`src/rtl/mips_pkg.sv`:
```
// rtl/mips_pkg.sv - Small-MIPS shared control encodings
package mips_pkg;

  localparam logic [5:0] OP_RTYPE = 6'b000000;
  localparam logic [5:0] OP_J     = 6'b000010;
  localparam logic [5:0] OP_BEQ   = 6'b000100;
  localparam logic [5:0] OP_ADDI  = 6'b001000;
  localparam logic [5:0] OP_LW    = 6'b100011;
  localparam logic [5:0] OP_SW    = 6'b101011;

  typedef enum logic [3:0] {
    S_FETCH  = 4'd0,
    S_DECODE = 4'd1,
    S_MEMADR = 4'd2,
    S_MEMRD  = 4'd3,
    S_MEMWB  = 4'd4,
    S_MEMWR  = 4'd5,
    S_EXEC   = 4'd6,
    S_ALUWB  = 4'd7,
    S_BRANCH = 4'd8,
    S_ADDIEX = 4'd9,
    S_ADDIWB = 4'd10,
    S_JUMP   = 4'd11
  } state_t;

  // Also consumed by the ALU-control decoder
  localparam logic [1:0] ALUOP_ADD   = 2'b00;
  localparam logic [1:0] ALUOP_SUB   = 2'b01;
  localparam logic [1:0] ALUOP_FUNCT = 2'b10;

  localparam logic [1:0] SRCB_B      = 2'b00;
  localparam logic [1:0] SRCB_FOUR   = 2'b01;
  localparam logic [1:0] SRCB_IMM    = 2'b10;
  localparam logic [1:0] SRCB_IMM_SH = 2'b11;

  localparam logic [1:0] PCSRC_ALU    = 2'b00;
  localparam logic [1:0] PCSRC_ALUOUT = 2'b01;
  localparam logic [1:0] PCSRC_JUMP   = 2'b10;

  typedef struct packed {
    logic       pc_write;
    logic       branch;
    logic       ir_write;
    logic       mem_write;
    logic       reg_write;
    logic       iord;
    logic       mem_to_reg;
    logic       reg_dst;
    logic       alu_src_a;
    logic [1:0] alu_src_b;
    logic [1:0] pc_src;
    logic [1:0] alu_op;
    logic       illegal;
  } ctrl_t;

  function automatic logic is_legal_op(input logic [5:0] op);
    return (op == OP_RTYPE) || (op == OP_J) || (op == OP_BEQ) ||
           (op == OP_ADDI) || (op == OP_LW) || (op == OP_SW);
  endfunction

endpackage

```
`src/rtl/mips_ctrl_decode.sv`:
```
// rtl/mips_ctrl_decode.sv - combinational state to control-word table
module mips_ctrl_decode
  import mips_pkg::*;
(
  input  state_t     state,
  input  logic [5:0] opcode,
  input  logic       mem_ready,
  output ctrl_t      ctrl
);

  always_comb begin
    ctrl = '0;
    case (state)
      S_FETCH: begin
        ctrl.alu_src_b = SRCB_FOUR;
        ctrl.alu_op    = ALUOP_ADD;
        ctrl.pc_src    = PCSRC_ALU;
        ctrl.ir_write  = mem_ready;
        ctrl.pc_write  = mem_ready;
      end
      S_DECODE: begin
        // Branch target precomputed here while the opcode is examined
        ctrl.alu_src_b = SRCB_IMM_SH;
        ctrl.alu_op    = ALUOP_ADD;
        ctrl.illegal   = !is_legal_op(opcode);
      end
      S_MEMADR, S_ADDIEX: begin
        ctrl.alu_src_a = 1'b1;
        ctrl.alu_src_b = SRCB_IMM;
        ctrl.alu_op    = ALUOP_ADD;
      end
      S_MEMRD: ctrl.iord = 1'b1;
      S_MEMWB: begin
        ctrl.mem_to_reg = 1'b1;
        ctrl.reg_write  = 1'b1;
      end
      S_MEMWR: begin
        ctrl.iord      = 1'b1;
        ctrl.mem_write = 1'b1;
      end
      S_EXEC: begin
        ctrl.alu_src_a = 1'b1;
        ctrl.alu_src_b = SRCB_B;
        ctrl.alu_op    = ALUOP_FUNCT;
      end
      S_ALUWB: begin
        ctrl.reg_dst   = 1'b1;
        ctrl.reg_write = 1'b1;
      end
      S_BRANCH: begin
        ctrl.alu_src_a = 1'b1;
        ctrl.alu_src_b = SRCB_B;
        ctrl.alu_op    = ALUOP_SUB;
        ctrl.pc_src    = PCSRC_ALUOUT;
        ctrl.branch    = 1'b1;
      end
      S_ADDIWB: ctrl.reg_write = 1'b1;
      S_JUMP: begin
        ctrl.pc_src   = PCSRC_JUMP;
        ctrl.pc_write = 1'b1;
      end
      default: ctrl = '0;
    endcase
  end

endmodule

```
`src/rtl/mips_main_control.sv`:
```
// rtl/mips_main_control.sv - multicycle main control FSM with retire counter
module mips_main_control
  import mips_pkg::*;
#(
  parameter int CNT_W = 16
) (
  input  logic             i_clk,
  input  logic             i_rst_n,
  input  logic [5:0]       i_opcode,
  input  logic             i_memReady,
  output logic             o_pcWrite,
  output logic             o_branch,
  output logic             o_irWrite,
  output logic             o_memWrite,
  output logic             o_regWrite,
  output logic             o_iorD,
  output logic             o_memToReg,
  output logic             o_regDst,
  output logic             o_aluSrcA,
  output logic [1:0]       o_aluSrcB,
  output logic [1:0]       o_pcSrc,
  output logic [1:0]       o_aluOp,
  output logic             o_illegal,
  output logic [CNT_W-1:0] o_retired
);

  state_t state_q;
  state_t state_d;
  ctrl_t  ctrl;
  logic   retire;

  mips_ctrl_decode u_decode (
    .state     (state_q),
    .opcode    (i_opcode),
    .mem_ready (i_memReady),
    .ctrl      (ctrl)
  );

  always_comb begin
    state_d = S_FETCH;
    case (state_q)
      S_FETCH:  state_d = i_memReady ? S_DECODE : S_FETCH;
      S_DECODE: begin
        case (i_opcode)
          OP_LW, OP_SW: state_d = S_MEMADR;
          OP_RTYPE:     state_d = S_EXEC;
          OP_BEQ:       state_d = S_BRANCH;
          OP_ADDI:      state_d = S_ADDIEX;
          OP_J:         state_d = S_JUMP;
          default:      state_d = S_FETCH;
        endcase
      end
      S_MEMADR: begin
        if (i_opcode == OP_LW)      state_d = S_MEMRD;
        else if (i_opcode == OP_SW) state_d = S_MEMWR;
        else                        state_d = S_FETCH;
      end
      S_MEMRD:  state_d = i_memReady ? S_MEMWB : S_MEMRD;
      S_MEMWR:  state_d = i_memReady ? S_FETCH : S_MEMWR;
      S_EXEC:   state_d = S_ALUWB;
      S_ADDIEX: state_d = S_ADDIWB;
      default:  state_d = S_FETCH;
    endcase
  end

  always_comb begin
    retire = 1'b0;
    case (state_q)
      S_MEMWB, S_ALUWB, S_ADDIWB, S_BRANCH, S_JUMP: retire = 1'b1;
      S_MEMWR: retire = i_memReady;
      default: retire = 1'b0;
    endcase
  end

  always_ff @(posedge i_clk or negedge i_rst_n) begin
    if (!i_rst_n) begin
      state_q   <= S_FETCH;
      o_retired <= '0;
    end else begin
      state_q <= state_d;
      if (retire) o_retired <= o_retired + 1'b1;
    end
  end

  // Strobes are gated by reset so nothing leaks out while it is held low
  assign o_pcWrite  = ctrl.pc_write  & i_rst_n;
  assign o_branch   = ctrl.branch    & i_rst_n;
  assign o_irWrite  = ctrl.ir_write  & i_rst_n;
  assign o_memWrite = ctrl.mem_write & i_rst_n;
  assign o_regWrite = ctrl.reg_write & i_rst_n;
  assign o_illegal  = ctrl.illegal   & i_rst_n;
  assign o_iorD     = ctrl.iord;
  assign o_memToReg = ctrl.mem_to_reg;
  assign o_regDst   = ctrl.reg_dst;
  assign o_aluSrcA  = ctrl.alu_src_a;
  assign o_aluSrcB  = ctrl.alu_src_b;
  assign o_pcSrc    = ctrl.pc_src;
  assign o_aluOp    = ctrl.alu_op;

endmodule

```
`config.mk`:
```
export PLATFORM = sky130hd
export DESIGN_NAME = mips_main_control
export DESIGN_NICKNAME = d
export VERILOG_FILES = /design/src/rtl/mips_pkg.sv /design/src/rtl/mips_ctrl_decode.sv /design/src/rtl/mips_main_control.sv
export SDC_FILE = /design/constraint.sdc
export NUM_CORES = 1
export LEC_CHECK = 0
export ABC_AREA = 1
export CAP_MARGIN = 20
export CELL_PAD_IN_SITES_DETAIL_PLACEMENT = 1
export CELL_PAD_IN_SITES_GLOBAL_PLACEMENT = 2
export CORE_MARGIN = 10
export CORE_UTILIZATION = 26
export CTS_CLUSTER_DIAMETER = 40
export DETAILED_ROUTE_END_ITERATION = 10
export GPL_TIMING_DRIVEN = 1
export PLACE_DENSITY_LB_ADDON = 0.1
export SKIP_LAST_GASP = 1
export SLEW_MARGIN = 15
export SYNTH_ARGS = -nofsm -noshare
export SYNTH_HDL_FRONTEND = slang
export SYNTH_SLANG_ARGS = --single-unit
```
`constraint.sdc`:
```
create_clock -name i_clk -period 1.8 [get_ports i_clk]
set_input_delay 0.36 -clock i_clk [delete_from_list [all_inputs] [get_ports i_clk]]
set_output_delay 0.36 -clock i_clk [all_outputs]
set_load 0.005 [all_outputs]
```
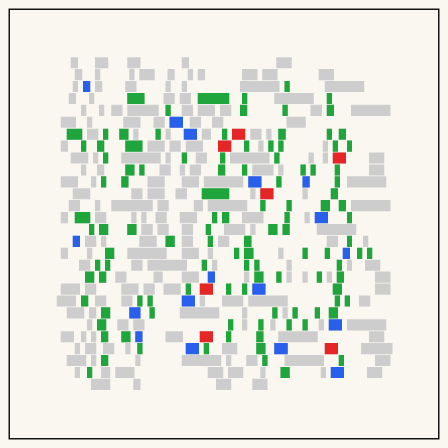
Fig. 1. Gate families picked out.
| color | family | cells |
|---|---|---|
| red | XOR/XNOR gates | 7 |
| green | NAND gates | 112 |
| blue | inverting AOI/OAI gates | 17 |

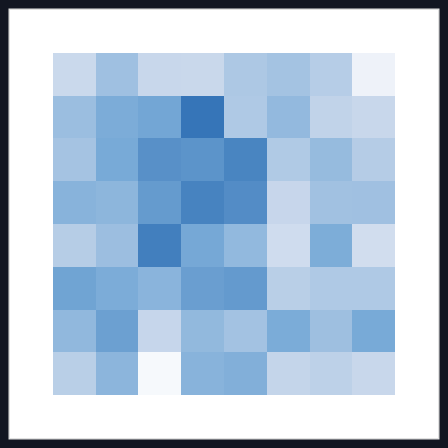
Fig. 2. Placement density heat map.
10 x 10 tiles, from white (low) to dark blue (high), 0 to 100% covered.
emptiest ninth of the die: north-east
densest ninth of the die: center
fullest tile: 72%
nearly empty tiles: 36%
area inside the core boundary: 5886 µm²
Util after Layout: 43.22%
floorplan core density: 26.68%

==> results.txt <==
Flow results are below.

- The flow ran to the end, and the final reports show no timing, DRC or antenna violations.
- After synthesis, the design contains 237 cells according to Yosys.
- In the synthesized netlist, the number of instances is 237.
- In the synthesized netlist, the cells that appear most often are sky130_fd_sc_hd__nand2_1 (73), sky130_fd_sc_hd__nor2_1 (35), sky130_fd_sc_hd__inv_1 (28).
- The total number of vias is 1822, for reference.
- The upper clock frequency limit is 0.5583 GHz, for reference.
- The number of gates on the worst path with buffers counted is 6, for reference.
- The largest net degree at the start of global routing is 25, for reference.
- Internal power comes to 0.8727 mW.
- In the final layout, flip-flops and latches take up 19.72% of the cell area.
- The layout report gives the multi-input gate share of total cell area as 39.84%.
- Per the detail_route log, the uppermost layer with routed signals is met4.
- For reference, the final report shows the hold violation count at 0.
- The switching power as a share of total power is 30.43%, for reference.
- VDD sags by at most 0.0002183 V.
- Setup repair after global routing could not meet its margin everywhere.
- Registers take 501.7 µm².
- The fraction of final layout cells sized beyond drive strength 1 is 34.97%, for reference.
- The min-delay analysis places its worst path in the category in2reg.
- The setup path with the least slack is of type reg2out.
- The post-synthesis adder-cell area fraction is 0.7968%, for reference.
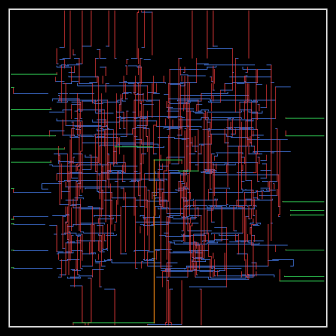
Fig. 3. Metal layers overlaid.
| color | layer | wire length |
|---|---|---|
| green | met3 | 218 µm |
| blue | met1 | 2210 µm |
| red | met2 | 3020 µm |
| orange | met4 | 50.3 µm |

Power and IR drop assume default switching activity.
